File: src/rtl/avalon_read_timer.sv
// Per-transaction cycle limit for the read master; TIMEOUT_CYC=0 disables it.
module avalon_read_timer #(
  parameter int unsigned TIMEOUT_CYC = 256
) (
  input  logic clock,
  input  logic reset_n,
  input  logic clear,
  input  logic enable,
  output logic expired
);

  if (TIMEOUT_CYC == 0) begin : g_off
    logic unused_inputs;
    assign unused_inputs = clock ^ reset_n ^ clear ^ enable;
    assign expired       = 1'b0;
  end else begin : g_on
    localparam int unsigned    CW   = (TIMEOUT_CYC > 1) ? $clog2(TIMEOUT_CYC) : 1;
    localparam logic [CW-1:0]  LAST = CW'(TIMEOUT_CYC - 1);

    logic [CW-1:0] count;

    // Count cycles spent in a transaction; saturate at the limit.
    always_ff @(posedge clock) begin
      if (!reset_n || clear) begin
        count <= '0;
      end else if (enable && (count != LAST)) begin
        count <= count + 1'b1;
      end
    end

    assign expired = enable && (count == LAST);
  end

endmodule

File: config.mk
export PLATFORM = sky130hd
export DESIGN_NAME = avalon_read_timer
export DESIGN_NICKNAME = d
export VERILOG_FILES = /design/src/rtl/avalon_read_timer.sv
export SDC_FILE = /design/constraint.sdc
export NUM_CORES = 1
export LEC_CHECK = 0
export ABC_AREA = 1
export CORE_AREA = 5 5 42 44
export CTS_CLUSTER_SIZE = 10
export DETAILED_ROUTE_END_ITERATION = 8
export DIE_AREA = 0 0 47 49
export PLACE_DENSITY_LB_ADDON = 0.2
export SKIP_CTS_REPAIR_TIMING = 1
export SYNTH_ARGS = -nofsm -noshare
export SYNTH_HDL_FRONTEND = slang
export SYNTH_SLANG_ARGS = --single-unit
File: constraint.sdc
create_clock -name clock -period 2.45 [get_ports clock]
set_clock_uncertainty 0.1 [all_clocks]
set_input_delay 0.245 -clock clock [delete_from_list [all_inputs] [get_ports clock]]
set_output_delay 0.245 -clock clock [all_outputs]
set_load 0.02 [all_outputs]
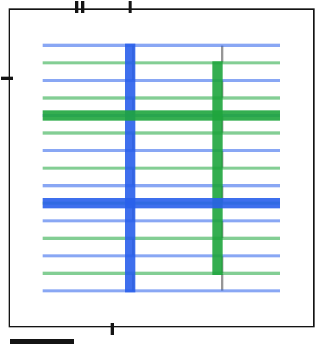
Fig. 1. Power grid.
Scale bar: 10 um. Pins as bars on the die edge. Tap cells in gray.
Key: blue = VSS; green = VDD
5 signal pins sit on the boundary. 16 tap cells. 15 met1 rails follow the rows. 2 straps on met4.
Chip Width: 47 um
Worst IR Drop VDD: 0.192 mV
Core ar.: 1400 um^2

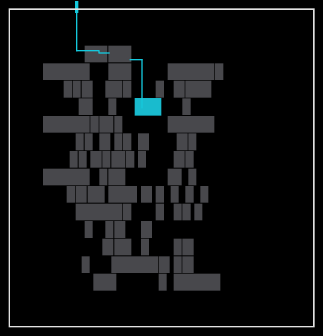
Fig. 2. Nets reached from selected ports.
Key: cyan = clear [bits 1, direction input, edge top, end cells 1, wire 20.7 um]
Port Buffers: 4
Top-Level Pins: 5

==> notes.md <==
run metrics: initial DRC count 7, initial core utilization between 30% and 40%, largest net degree at the start of global routing 12, status finished, final reports clean, chip area between 2000 and 2500 um^2, WP data required between 2 and 2.5 ns, MUX share of area 0%, OpenROAD warnings 26, final worst path period need between 2 and 2.5 ns, synthesized instance count between 70 and 80, Final Power roughly 0.26 mW, power density over the cells between 400 and 500 nW/um^2, Yosys top cell area share 34.4%, Critical R2R Capture g_on.count[0], biggest area cells dfxtp_1, nand2_1, nand3_1, Top Layout Cells nand2_1, nor2_1, nand3_1, inv_1, dfxtp_1, reg2reg start g_on.count[0], DR vias/cell roughly 4.7, Hold Crit Class flop to flop, max-cap violations 0, Tcrit/Tclk final around 94%, DR pass1 iterations 4, dpl ws between 0.4 and 0.5 ns, DRC errors left 0
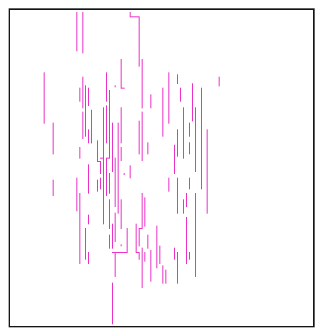
Fig. 3. The metal 2 layer.
The layer holds 48% of the routed length. The wires run mostly vertical. The longest straight run is 18.0 um. 62 nets have wire on it.
drt total wl: 894 um
met2 Use GR: 14.5%
via count: 441

## worst max-delay path by stage
stage / to / startpoint / depth (start not counted) / slack (ns)
6_report: expired / g_on.count[0] / 6 / 0.14
4_1_cts: expired / g_on.count[0] / 6 / 0.14
2_1_floorplan: expired / g_on.count[0] / 6 / 0.89
3_3_place_gp: expired / enable / 4 / 0.43
3_5_place_dp: expired / g_on.count[0] / 6 / 0.41
5_1_grt: expired / g_on.count[0] / 6 / 0.008
## power by group
| part | total [mW] | switching, mW | internal [mW] |
|---|---|---|---|
| clock network | 0.103 | 0.0471 | 0.0562 |
| registers | 0.133 | 0.00135 | 0.132 |
| logic | 0.0192 | 0.0102 | 0.00898 |
## layout make-up
class | instances | area (um^2)
sequential | 8 | 160
inverter | 12 | 45.0
timing repair buffer | 4 | 40.0
clock buffer | 3 | 22.5
fill | 166 | 870
tap | 16 | 20.0
multi-input combinational | 50 | 244
## layer usage
metal | up-vias | track usage (%) | share of wire, %
met5 | - | 0 | 0
li1 | 239 | - | -
met1 | 193 | 12.6 | 46
met3 | 5 | 2.21 | 2.3
met4 | 0 | 8.29 | 4.3
met2 | 4 | 14.5 | 48
## kinds of logic after synthesis
logic type	count (synthesis)
AND-OR/OR-AND	7
buffers and inverters	14
flip-flops	8
adder cells (fa/ha/maj)	1
AND/OR/NAND/NOR	42
## cell usage after synthesis
cell type	n
nand2_2	1
inv_2	2
clkinv_1	1
buf_6	1
nand2_1	16
a21o_1	1
buf_2	1
nor2_4	2
nand4_1	2
ha_1	1
inv_1	9
a21oi_1	6
nand3_1	9
dfxtp_1	8
nor2_2	1
nor2_1	11
## critical path: stages, from the launching register on
cell and delay [ns]:
dfxtp_1 0.38, ha_1 0.21, nand2_1 0.11, nor2_1 0.13
nand2_2 0.15, nor2_1 0.12, clkdlybuf4s50_1 0.61
Power figures rest on the tool's default switching activity, not on a simulated workload.
